[config.mk]
export PLATFORM = sky130hd
export DESIGN_NAME = fifo_async_write_ptr
export DESIGN_NICKNAME = d
export VERILOG_FILES = /design/src/rtl/fifo_async_write_ptr.sv
export SDC_FILE = /design/constraint.sdc
export NUM_CORES = 1
export LEC_CHECK = 0
export CAP_MARGIN = 20
export CORE_UTILIZATION = 50
export DETAILED_ROUTE_END_ITERATION = 6
export DONT_BUFFER_PORTS = 1
export PLACE_DENSITY = 0.69
export SLEW_MARGIN = 20
export SYNTH_ARGS = -nofsm -noshare
export SYNTH_HDL_FRONTEND = slang
export SYNTH_SLANG_ARGS = --single-unit
export TNS_END_PERCENT = 20
[constraint.sdc]
create_clock -name WCLK -period 2.2 [get_ports WCLK]
set_input_delay 0.22 -clock WCLK [delete_from_list [all_inputs] [get_ports WCLK]]
set_output_delay 0.22 -clock WCLK [all_outputs]
set_load 0.05 [all_outputs]
[src/rtl/fifo_async_write_ptr.sv]
// Asynchronous FIFO write-side pointer block: binary/Gray write pointers,
// RAM write address, FULL, ALMOST_FULL and write-side level. Optional macro:
// FIFO_WPTR_OVERFLOW_EN adds a sticky OVERFLOW output.

module gray2bin #(
    parameter int unsigned WIDTH = 4
) (
    input  logic [WIDTH-1:0] gray,
    output logic [WIDTH-1:0] bin
);
    // Each binary bit is the XOR of all Gray bits at and above it.
    always_comb begin
        bin = '0;
        for (int unsigned i = 0; i < WIDTH; i++) begin
            bin[i] = ^(gray >> i);
        end
    end
endmodule

module fifo_async_write_ptr #(
    parameter int unsigned PTR_WIDTH   = 4,
    parameter int unsigned AFULL_LEVEL = 6
) (
    input  logic                 WCLK,
    input  logic                 RST,
    input  logic                 WEN,
    input  logic [PTR_WIDTH-1:0] RPTR_G_SYNC,
    output logic [PTR_WIDTH-1:0] WPTR_B,
    output logic [PTR_WIDTH-1:0] WPTR_G,
    output logic [PTR_WIDTH-2:0] WADDR,
    output logic                 FULL,
    output logic                 ALMOST_FULL,
    output logic [PTR_WIDTH-1:0] WLEVEL
`ifdef FIFO_WPTR_OVERFLOW_EN
    ,
    output logic                 OVERFLOW
`endif
);
    // Full when the write pointer equals the read pointer with its top two
    // Gray bits inverted; built as a mask so PTR_WIDTH=2 needs no empty slice.
    localparam logic [PTR_WIDTH-1:0] FULL_MASK = PTR_WIDTH'(3) << (PTR_WIDTH - 2);
    localparam logic [PTR_WIDTH-1:0] AFULL_THR = PTR_WIDTH'(AFULL_LEVEL);

    logic [PTR_WIDTH-1:0] rptr_b_sync;
    logic                 wacc;

    logic [PTR_WIDTH-1:0] wptr_b_q, wptr_b_d;
    logic [PTR_WIDTH-1:0] wptr_g_q, wptr_g_d;
    logic [PTR_WIDTH-1:0] level_q,  level_d;
    logic                 full_q,   full_d;
    logic                 afull_q,  afull_d;

    gray2bin #(
        .WIDTH(PTR_WIDTH)
    ) u_rptr_g2b (
        .gray(RPTR_G_SYNC),
        .bin (rptr_b_sync)
    );

    always_comb begin
        wacc     = WEN & ~full_q;
        wptr_b_d = wptr_b_q + PTR_WIDTH'(wacc);
        wptr_g_d = (wptr_b_d >> 1) ^ wptr_b_d;
        level_d  = wptr_b_d - rptr_b_sync;
        full_d   = (wptr_g_d == (RPTR_G_SYNC ^ FULL_MASK));
        afull_d  = (level_d >= AFULL_THR);
    end

    always_ff @(posedge WCLK) begin
        if (RST) begin
            wptr_b_q <= '0;
            wptr_g_q <= '0;
            level_q  <= '0;
            full_q   <= 1'b0;
            afull_q  <= 1'b0;
        end else begin
            wptr_b_q <= wptr_b_d;
            wptr_g_q <= wptr_g_d;
            level_q  <= level_d;
            full_q   <= full_d;
            afull_q  <= afull_d;
        end
    end

`ifdef FIFO_WPTR_OVERFLOW_EN
    logic ovf_q, ovf_d;

    always_comb begin
        ovf_d = ovf_q | (WEN & full_q);
    end

    always_ff @(posedge WCLK) begin
        if (RST) begin
            ovf_q <= 1'b0;
        end else begin
            ovf_q <= ovf_d;
        end
    end

    assign OVERFLOW = ovf_q;
`endif

    assign WPTR_B      = wptr_b_q;
    assign WPTR_G      = wptr_g_q;
    assign WADDR       = wptr_b_q[PTR_WIDTH-2:0];
    assign FULL        = full_q;
    assign ALMOST_FULL = afull_q;
    assign WLEVEL      = level_q;

endmodule

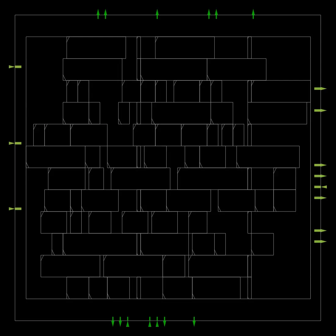
Fig. 1. Placed standard cells (run 1).
Rows: 12
Seq cells: 13
fraction of area in registers: 35.5%

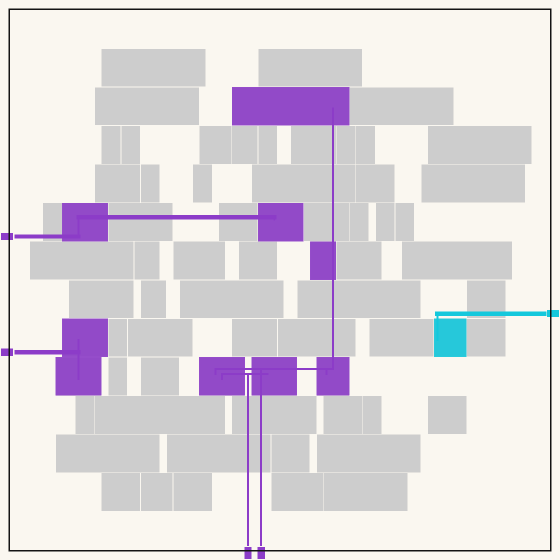
Fig. 2. Port wiring (run 1).
Key: purple = `RPTR_G_SYNC` [bits 4, direction input, end cells 9, buffers 0, wire 82.1 um]; cyan = `WEN` [bits 1, direction input, end cells 1, buffers 0, wire 9.40 um]

==> deck_impl_summary.md, run 1 <==
Key Metrics from the Run

Setup path
  – CP max stage cell: dfxtp_4
  – Slowest stage delay, CP: 350 ps
  – Worst EP required: around 2400 ps
  – R2R depth: 9
  – Worst endpoint data arrival time: 2330 ps
  – Reg2reg setup slack: between 80 and 90 ps
  – Crit end category: flop
  – Worst reg2reg path startpoint: FULL
  – Worst-path fanout max: 3

Cells and area
  – # nets final: about 84
  – Synthesis-to-layout area growth: 15.0%
  – Most numerous logic cells after layout: dfxtp_1, nor2_1, buf_4
  – Final Util: between 60 and 70%
  – Most numerous logic cell after layout: dfxtp_1
  – Fillers: about 100

Floorplanning
  – Die Area: around 1400 um2
  – Core ar.: 1160 um2
  – Core Util at FP: 56.3%

Global route
  – First-pass GRT wire length: 1.78 mm
  – Largest net degree at the start of global routing: 13
  – Initial antenna violation count: 0

Clock tree
  – Clk sinks: 13
  – TritonCTS clock tree: yes
  – H-Tree Depth: 1

Pwr
  – Clk network pwr share: between 20% and 30%
  – Sw Pwr: between 0.3 and 0.4 mW

STA
  – Layout Skew: about 2 ps
  – Worst slew margin: around 67%
  – Tcrit/Tclk final: between 90 and 100%
  – Setup ws final: roughly 85 ps
  – Setup Total Neg Slack: 0 ps
  – Final tally of hold violations: 0
  – RSZ-0062 raised after global routing: no
  – Hold_ws: roughly 49 ps

Worst hold path
  – Hold Crit Class: primary input to flop
  – HP Start: RST

Outcome
  – Run status: finished, final reports clean

Synthesis
  – Distinct lib cells: 19
  – Top cells by area: dfxtp_1, ha_1, xnor2_1, nor2_1, xor2_1
  – Yosys top cell by area: dfxtp_1
  – Post-synth seq share: between 30% and 40%

Drt
  – ANT nets after route: 0
  – Post-route DRC: 0
  – WL met3: approximately 84 um

Job
  – OpenROAD warnings: 26
  – Max Cap Violations: 0
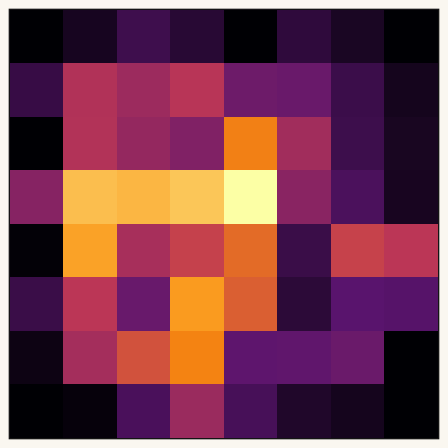
Fig. 3. Routed metal per tile (run 1).
The die is cut into 8 by 8 equal tiles; black is low, pale yellow is high, scaled to the fullest tile. Values are wire area over tile area, all layers added.
14% of the tiles are nearly empty. The densest ninth of the die: center. The mean over all tiles is 0.12.
wirelength, routed: 1.08 mm
WL/cell: 12.8 um
via count: 417
GRT Util Overall: 19.3%

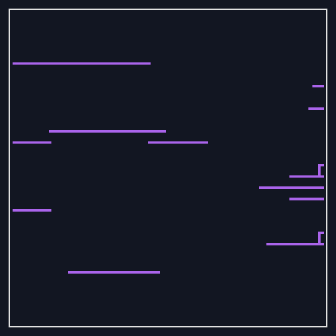
Fig. 4. Signal wires on met3 (run 1).
The layer holds 7.9% of the routed length. The wires run mostly horizontal. The longest straight run is 16.3 um. The layer carries 84.7 um of wire. 10 nets have wire on it.
met3 usage: 8.72%

-- run 1: cells by family (layout without fill, tap and decap cells) --
family	after synthesis	count (layout)	synth area share, %
compound gates	4	4	4.61
xor+xnor	14	14	23.3
fa+ha+maj	6	6	12.7
buf+inv	8	16	6.92
flops	13	13	40.0
simple gates	17	17	12.5
-- run 1: routing by layer --
metal,vias to the layer above,track usage (%)
met1,189,20.7
met4,0,10.7
met2,14,30.9
met5,-,0
li1,212,-
met3,2,8.72
-- run 1: worst max path at each step --
stage | from | end | slack [ps] | depth (start not counted)
final | FULL | ALMOST_FULL | 90 | 9
after CTS | FULL | ALMOST_FULL | 50 | 9
after detailed placement | FULL | ALMOST_FULL | 80 | 9
after global placement | FULL | ALMOST_FULL | 110 | 8
after floorplan | WPTR_B[1] | ALMOST_FULL | 40 | 7
after global routing | FULL | ALMOST_FULL | 20 | 9
-- run 1: power groups by stage --
stage	clock network (mW)	registers, mW	logic, mW
6_report	0.152	0.399	0.201
5_1_grt	0.168	0.402	0.228
4_1_cts	0.160	0.399	0.199
3_5_place_dp	0	0.405	0.194
3_3_place_gp	0	0.403	0.190
2_1_floorplan	0	0.422	0.144
-- run 1: metrics by stage --
stage | std cells | area (um2)
after floorplan | 62 | 656
after global placement | 79 | 699
after detailed placement | 79 | 699
after CTS | 84 | 736
after global routing | 84 | 748
final | 84 | 748
-- run 1: worst register-to-register path, stage by stage (launching register included) --
cell and delay (ps):
dfxtp_4 350, nor2b_1 40, ha_1 230, ha_4 180, xor2_2 190, ha_1 350, nand2_1 60, o21ai_0 230
xnor3_1 270, o21ai_0 150
-- run 1: sequential cells by signal, indices dropped and copies added (netlist names) --
signal,cells
ALMOST_FULL,1
FULL,1
WLEVEL,4
WPTR_B,4
WPTR_G,3
-- run 1: layout make-up --
type,instances,area [um2],share of cell area [%]
clock buffers,4,26.3,3.51
inverters,3,11.3,1.51
flip-flops and latches,13,265,35.5
repair buffers,9,70.1,9.36
well taps,14,17.5,2.34
multi-input cells,41,358,47.8
-- run 1: cell usage after synthesis --
cell       instances
or3_1              2
nand3_2            1
xnor3_1            1
a2111oi_2          1
fa_1               1
buf_4              4
nor2_1            10
xor2_1             4
o21ai_0            2
xnor2_1            7
nor2b_1            2
ha_1               5
clkbuf_1           1
nand3_1            1
dfxtp_1           13
a21oi_1            1
inv_1              3
nand2_1            1
xor2_2             2
-- run 1: what timing repair did --
action | 4_1_cts | 5_1_grt
endpoints found under the hold margin | 12 | 0
hold buffers | 1 | 0
setup endpoints to repair | 0 | 1
resized | 0 | 1
Fig. 5: run 1, sequential cells grouped by signal name
Other sequential cells in the stronger gray, the rest of the logic in the fainter gray.
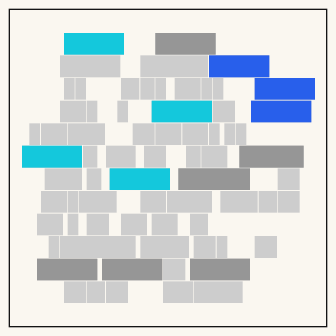

## Run 2: what changed since run 1
--- a/config.mk
+++ b/config.mk
@@ -6,10 +6,11 @@
 export NUM_CORES = 1
 export LEC_CHECK = 0
 export CAP_MARGIN = 20
-export CORE_UTILIZATION = 50
+export CORE_AREA = 2 2 39 41
 export DETAILED_ROUTE_END_ITERATION = 6
+export DIE_AREA = 0 0 41 43
 export DONT_BUFFER_PORTS = 1
-export PLACE_DENSITY = 0.69
+export PLACE_DENSITY = 0.68
 export SLEW_MARGIN = 20
 export SYNTH_ARGS = -nofsm -noshare
 export SYNTH_HDL_FRONTEND = slang
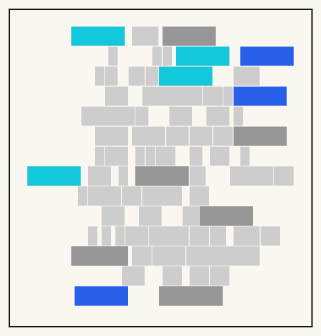
Fig. 6. Sequential cells grouped by signal name (run 2).
Other sequential cells in the stronger gray, the rest of the logic in the fainter gray.
Key: blue = `WPTR_G` [placed flops 3]; cyan = `WLEVEL` [placed flops 4]

==> deck_impl_summary.md, run 2 <==
Key Metrics from the Run

STA
  – Final tally of hold violations: 0
  – Hold_ws: approximately 12 ps
  – Worst slew margin: between 60% and 70%
  – Layout Skew: between 6 and 7 ps

Clock tree
  – Clk sinks: 13
  – TritonCTS clock tree: yes
  – H-Tree Depth: 1

Synthesis
  – Asr flop ratio synth: 0%
  – Top cells by count, synth: dfxtp_1, nor2_1, xnor2_1
  – Yosys top cell by area: dfxtp_1
  – Post-synth seq share: about two fifths
  – Distinct lib cells: 19
  – Top cells by area: dfxtp_1, ha_1, xnor2_1, nor2_1, xor2_1
  – Count leader, synth: dfxtp_1
  – Post-synth EDFFs: 0

Setup path
  – Slowest stage delay, CP: around 430 ps
  – Worst reg2reg path startpoint: FULL
  – Worst-path fanout max: 4
  – Worst endpoint data arrival time: about 2300 ps
  – Worst EP required: around 2400 ps
  – Crit end category: flop

Outcome
  – Run status: finished, final reports clean

Global route
  – Largest net degree at the start of global routing: 11
  – GRT Util Overall: 14.2%
  – Initial antenna violation count: 0
  – First-pass GRT wire length: 1.65 mm

Cells and area
  – Final Util: between 50% and 60%
  – # nets final: slightly below 90
  – Most numerous logic cells after layout: dfxtp_1, nor2_1, buf_4
  – Synthesis-to-layout area growth: 19.4%
  – Most numerous logic cell after layout: dfxtp_1

Floorplanning
  – Rows: 14
  – Core ar.: around 1400 um2
  – Die Area: roughly 1800 um2
  – Core Util at FP: around 47%

Drt
  – Via count: 441
  – ANT nets after route: 0
  – Wirelength, routed: 1.07 mm

Worst hold path
  – Hold Crit Class: primary input to flop
  – HP Start: RST

Pwr
  – Sw Pwr: around 0.32 mW

Job
  – OpenROAD warnings: 26
run 2: cell types whose count changed in the layout (fill, tap and decap cells not counted), sizes merged:
cell         before  now
buf               8   10
dlygate4sd3       1    2
run 2: worst max path at each step:
| stage | startpoint | endpoint | slack [ps] | cells past startpoint |
|---|---|---|---|---|
| after floorplan | WPTR_B[1] | ALMOST_FULL | 40 | 7 |
| after global placement | FULL | ALMOST_FULL | 110 | 8 |
| after detailed placement | FULL | ALMOST_FULL | 60 | 9 |
| after CTS | FULL | ALMOST_FULL | 40 | 9 |
| after global routing | FULL | ALMOST_FULL | -2 | 8 |
| final | FULL | ALMOST_FULL | 90 | 8 |
run 2: worst register-to-register path, stage by stage, from the launching register on:
cell and delay (ps):
dfxtp_4 350, nor2b_1 40, ha_1 210, ha_2 380, inv_1 80, fa_1 430
xor2_1 160, or3_1 300, o21ai_1 80
run 2: power groups by stage:
stage	Clock, mW	Combinational [mW]	Sequential (mW)
2_1_floorplan	0	0.144	0.422
3_3_place_gp	0	0.189	0.403
3_5_place_dp	0	0.192	0.404
4_1_cts	0.149	0.196	0.398
5_1_grt	0.159	0.225	0.402
6_report	0.142	0.201	0.398
run 2: final cells by class:
cell class / instances / area [um2]
fillers: 115 / 607
flip-flops and latches: 13 / 265
clock buffers: 4 / 26.3
repair buffers: 12 / 95.1
multi-input cells: 41 / 359
inverters: 3 / 11.3
well taps: 16 / 20.0
run 2: cell families (layout without fill, tap and decap cells):
family	after synthesis	count (layout)	synth area share, %
XOR/XNOR	14	14	23.3
flip-flops	13	13	40.0
buffers and inverters	8	19	6.92
AND-OR/OR-AND	4	4	4.61
AND/OR/NAND/NOR	17	17	12.5
adder cells (fa/ha/maj)	6	6	12.7
run 2: stage by stage:
stage	power [mW]	instances	setup slack, ps	cell area, um2
after floorplan	0.566	62	35.0	656
after global placement	0.592	81	106	702
final	0.742	89	91.3	777
after detailed placement	0.596	81	55.7	702
after global routing	0.785	89	-1.87	777
after CTS	0.744	86	35.2	738
run 2: what timing repair did:
action,in CTS,in global routing
hold buffers,1,1
endpoints found under the setup margin,0,3
endpoints found under the hold margin,5,3
gates resized,0,3
buffers inserted,0,2
run 2: layer usage:
metal / up-vias / track usage, % / wire [um]
li1: 216 / - / -
met1: 209 / 15.6 / 443
met2: 14 / 20.9 / 518
met3: 2 / 6.81 / 90
met4: 0 / 8.67 / 14
met5: - / 0 / 0
Power is estimated from default activity; no workload was simulated.
